File: config.mk
export PLATFORM = sky130hd
export DESIGN_NAME = regfile_sb
export DESIGN_NICKNAME = d
export VERILOG_FILES = /design/src/rtl/regfile_pkg.sv /design/src/rtl/regfile_scoreboard.sv /design/src/rtl/regfile_sb.sv
export SDC_FILE = /design/constraint.sdc
export NUM_CORES = 1
export LEC_CHECK = 0
export CAP_MARGIN = 25
export CORE_MARGIN = 2
export CORE_UTILIZATION = 52
export DETAILED_ROUTE_END_ITERATION = 10
export GPL_TIMING_DRIVEN = 0
export PLACE_DENSITY = 0.78
export SKIP_CTS_REPAIR_TIMING = 1
export SYNTH_ARGS = -nofsm -noshare
export SYNTH_HDL_FRONTEND = slang
export SYNTH_HIERARCHICAL = 1
export SYNTH_SLANG_ARGS = --single-unit
File: constraint.sdc
create_clock -name clk -period 1.9 [get_ports clk]
set_input_delay 0.38 -clock clk [delete_from_list [all_inputs] [get_ports clk]]
set_output_delay 0.38 -clock clk [all_outputs]
set_load 0.02 [all_outputs]
File: src/rtl/regfile_pkg.sv
// Shared defaults and types for the scoreboarded register file.
package regfile_pkg;

  localparam int WIDTH_DEF   = 8;
  localparam int REGBITS_DEF = 3;

  typedef logic [REGBITS_DEF-1:0] reg_addr_t;
  typedef logic [WIDTH_DEF-1:0]   reg_data_t;

  // Address of the hardwired-zero register when that option is enabled.
  localparam reg_addr_t ZERO_ADDR = {REGBITS_DEF{1'b0}};

endpackage

File: src/rtl/regfile_scoreboard.sv
// Per-register pending scoreboard: set by accepted issues, cleared by writes,
// and the issue-ready decision that lets decode stall on RAW/WAW hazards.
import regfile_pkg::*;

module regfile_scoreboard #(
  parameter int REGBITS  = REGBITS_DEF,
  parameter int ZERO_REG = 1,
  parameter int BYPASS   = 1
) (
  input  logic                      clk,
  input  logic                      rst_n,
  input  logic                      we0,
  input  logic [REGBITS-1:0]        wa0,
  input  logic                      we1,
  input  logic [REGBITS-1:0]        wa1,
  input  logic                      issue_valid,
  input  logic [REGBITS-1:0]        issue_wa,
  output logic                      issue_ready,
  output logic [(1<<REGBITS)-1:0]   pending
);

  localparam int DEPTH = 1 << REGBITS;

  logic [DEPTH-1:0] pending_r;
  logic [DEPTH-1:0] pending_nxt_s;
  logic             issue_zero_s;
  logic             write_hit_s;
  logic             hazard_s;
  logic             set_s;

  // Hazard on the requested destination; a same-cycle write may lift it only with bypass.
  always_comb begin
    issue_zero_s = (ZERO_REG != 0) && (issue_wa == '0);
    write_hit_s  = (we0 && (wa0 == issue_wa)) || (we1 && (wa1 == issue_wa));
    if (issue_zero_s) begin
      hazard_s = 1'b0;
    end else if (BYPASS != 0) begin
      hazard_s = pending_r[issue_wa] && !write_hit_s;
    end else begin
      hazard_s = pending_r[issue_wa];
    end
  end

  assign issue_ready = issue_valid && !hazard_s;
  assign set_s       = issue_ready && !issue_zero_s;

  // Next scoreboard state: a new producer (set) takes precedence over a retiring write (clear).
  always_comb begin
    pending_nxt_s = pending_r;
    for (int j = 0; j < DEPTH; j++) begin
      if (set_s && (issue_wa == REGBITS'(j))) begin
        pending_nxt_s[j] = 1'b1;
      end else if ((we0 && (wa0 == REGBITS'(j))) || (we1 && (wa1 == REGBITS'(j)))) begin
        pending_nxt_s[j] = 1'b0;
      end else begin
        pending_nxt_s[j] = pending_r[j];
      end
    end
    pending_nxt_s[0] = (ZERO_REG != 0) ? 1'b0 : pending_nxt_s[0];
  end

  // Scoreboard register; reset discards every in-flight producer.
  always_ff @(posedge clk or negedge rst_n) begin
    if (!rst_n) begin
      pending_r <= '0;
    end else begin
      pending_r <= pending_nxt_s;
    end
  end

  assign pending = pending_r;

endmodule

File: src/rtl/regfile_sb.sv
// Multi-port register file with combinational reads, two write ports
// (port 1 has priority), optional bypass and hardwired zero, plus scoreboard.
import regfile_pkg::*;

module regfile_sb #(
  parameter int WIDTH    = WIDTH_DEF,
  parameter int REGBITS  = REGBITS_DEF,
  parameter int NREAD    = 2,
  parameter int ZERO_REG = 1,
  parameter int BYPASS   = 1
) (
  input  logic                      clk,
  input  logic                      rst_n,
  input  logic [NREAD*REGBITS-1:0]  ra,
  output logic [NREAD*WIDTH-1:0]    rd,
  output logic [NREAD-1:0]          rbusy,
  input  logic                      we0,
  input  logic [REGBITS-1:0]        wa0,
  input  logic [WIDTH-1:0]          wd0,
  input  logic                      we1,
  input  logic [REGBITS-1:0]        wa1,
  input  logic [WIDTH-1:0]          wd1,
  input  logic                      issue_valid,
  input  logic [REGBITS-1:0]        issue_wa,
  output logic                      issue_ready,
  output logic [(1<<REGBITS)-1:0]   pending
);

  localparam int DEPTH = 1 << REGBITS;

  logic [WIDTH-1:0] mem_r [DEPTH];
  logic             wr0_ok_s;
  logic             wr1_ok_s;

  // Writes to the hardwired-zero register are dropped before they reach storage.
  assign wr0_ok_s = we0 && !((ZERO_REG != 0) && (wa0 == '0));
  assign wr1_ok_s = we1 && !((ZERO_REG != 0) && (wa1 == '0));

  // Storage update; port 1 overrides port 0 on an address collision.
  always_ff @(posedge clk or negedge rst_n) begin
    if (!rst_n) begin
      for (int j = 0; j < DEPTH; j++) begin
        mem_r[j] <= '0;
      end
    end else begin
      for (int j = 0; j < DEPTH; j++) begin
        if (wr1_ok_s && (wa1 == REGBITS'(j))) begin
          mem_r[j] <= wd1;
        end else if (wr0_ok_s && (wa0 == REGBITS'(j))) begin
          mem_r[j] <= wd0;
        end else begin
          mem_r[j] <= mem_r[j];
        end
      end
    end
  end

  for (genvar i = 0; i < NREAD; i++) begin : g_read
    logic [REGBITS-1:0] addr_s;
    logic [WIDTH-1:0]   data_s;
    logic               busy_s;
    logic               hit0_s;
    logic               hit1_s;

    assign addr_s = ra[i*REGBITS +: REGBITS];
    assign hit0_s = wr0_ok_s && (wa0 == addr_s);
    assign hit1_s = wr1_ok_s && (wa1 == addr_s);

    // Read data: zero register first, then same-cycle forwarding, then storage.
    always_comb begin
      if ((ZERO_REG != 0) && (addr_s == '0)) begin
        data_s = '0;
      end else if ((BYPASS != 0) && hit1_s) begin
        data_s = wd1;
      end else if ((BYPASS != 0) && hit0_s) begin
        data_s = wd0;
      end else begin
        data_s = mem_r[addr_s];
      end
    end

    // Busy flag: a write landing this cycle retires the producer early when forwarding.
    always_comb begin
      if ((ZERO_REG != 0) && (addr_s == '0)) begin
        busy_s = 1'b0;
      end else if ((BYPASS != 0) && ((we0 && (wa0 == addr_s)) || (we1 && (wa1 == addr_s)))) begin
        busy_s = 1'b0;
      end else begin
        busy_s = pending[addr_s];
      end
    end

    assign rd[i*WIDTH +: WIDTH] = data_s;
    assign rbusy[i]             = busy_s;
  end

  regfile_scoreboard #(
    .REGBITS  (REGBITS),
    .ZERO_REG (ZERO_REG),
    .BYPASS   (BYPASS)
  ) u_scoreboard (
    .clk         (clk),
    .rst_n       (rst_n),
    .we0         (we0),
    .wa0         (wa0),
    .we1         (we1),
    .wa1         (wa1),
    .issue_valid (issue_valid),
    .issue_wa    (issue_wa),
    .issue_ready (issue_ready),
    .pending     (pending)
  );

endmodule

==> deck_impl_summary.md <==
Key Metrics from the Run

Place
  – Cell count after placement: between 700 and 800
  – Port bufs: 39
  – GP Congestion: ~0.94

Synthesis
  – Yosys stat area: around 5700 sq um
  – Post-synth top cells: mux2i_1 (75), dfrtp_1 (71), a21oi_1 (55)
  – Count leader, synth: mux2i_1
  – Complex Gates by Area: 0.178
  – Top area contributor share: 0.314
  – Main logic family after synthesis: multiplexers
  – Syn Area/Cell: 10.3 sq um
  – Synth Area in Simple Gates: 0.121

Finish
  – Area growth, synth to finish: 23.2%
  – Cell area after layout: 6970 sq um
  – Layout cells sized above 1: 0.321
  – MI comb cells: 405
  – Commonest non-fill, non-tap cells in the layout: mux2i_1 (75), dfrtp_1 (68), nand2_1 (52), a21oi_1 (37), mux4_2 (35)
  – Sequential cells: 71

Floorplan
  – Total I/O pin count: approximately 63
  – Die height: 108 microns
  – Core area: 10700 sq um

Global route
  – First-pass GRT wire length: 26.8 mm
  – Gr usage total: 0.304

Final timing
  – Final setup margin: -0.485 ns
  – Final setup fails: 19
  – Tmin final: ~2.4 ns
  – Setup repair after global routing missed its margin: yes

Clock network
  – H-tree depth: 3
  – Clk buf depth: 2

Route
  – DR WL met3: ~1.6 mm
  – DRT Pass-1 Iters: 5
  – Met2 WL post-DR: 8.38 mm
  – DRT iter0 DRCs: about 650
  – Total number of vias: 5136
  – Vias per Instance: 6.67

Power
  – Leakage power: ~2.9 nW
  – Sw Ratio: 0.365
  – P_comb: about 2.2 mW
  – Seq pwr: between 2 and 2.5 mW
  – Worst VDD drop: just over 0.4 mV

Worst hold path
  – Worst hold path class: in -> async

Worst setup path
  – CP Data Required Time: between 1.5 and 2 ns
  – Critical Path Sink Type: output pin

Run status
  – Violated checks: negative setup slack
  – Outcome: finished with violations
## flip-flops by register name, indices dropped and copies added (netlist names)
| signal | count |
|---|---|
| u_scoreboard/pending | 7 |
| mem_r | 64 |
## worst paths after layout
| path | startpoint | to | slack, ns | cells past startpoint |
|---|---|---|---|---|
| hold / removal | rst_n | u_scoreboard/pending[7] | 0.34 | 2 |
| max in group asynchronous | rst_n | mem_r[28] | 1.01 | 3 |
| min in group clk | issue_wa[2] | u_scoreboard/pending[5] | 0.36 | 3 |
| setup reg to reg | u_scoreboard/pending[3] | u_scoreboard/pending[3] | 1.05 | 2 |
| hold reg to reg | mem_r[63] | mem_r[63] | 0.49 | 1 |
| setup / recovery | mem_r[3] | rd[11] | -0.49 | 6 |
density.png
(3 px per micron) The die is cut into 11 by 11 equal tiles; black is low, pale yellow is high, 0 to 100% covered.
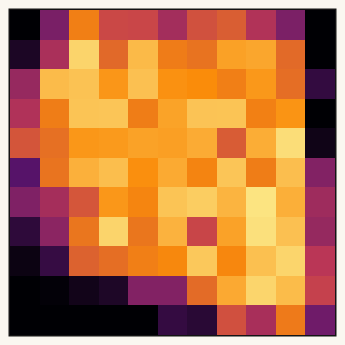
- fullest tile: 94%
- mean over tiles: 58%
- emptiest ninth of the die: bottom left
- tiles over 75% full: 38%
- densest ninth of the die: middle

final_clocks.png
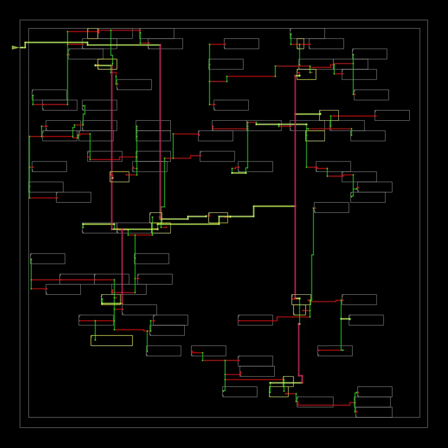
Clock Power: 1.30 mW
Setup Skew: 0 ns

Power figures rest on the tool's default switching activity, not on a simulated workload.
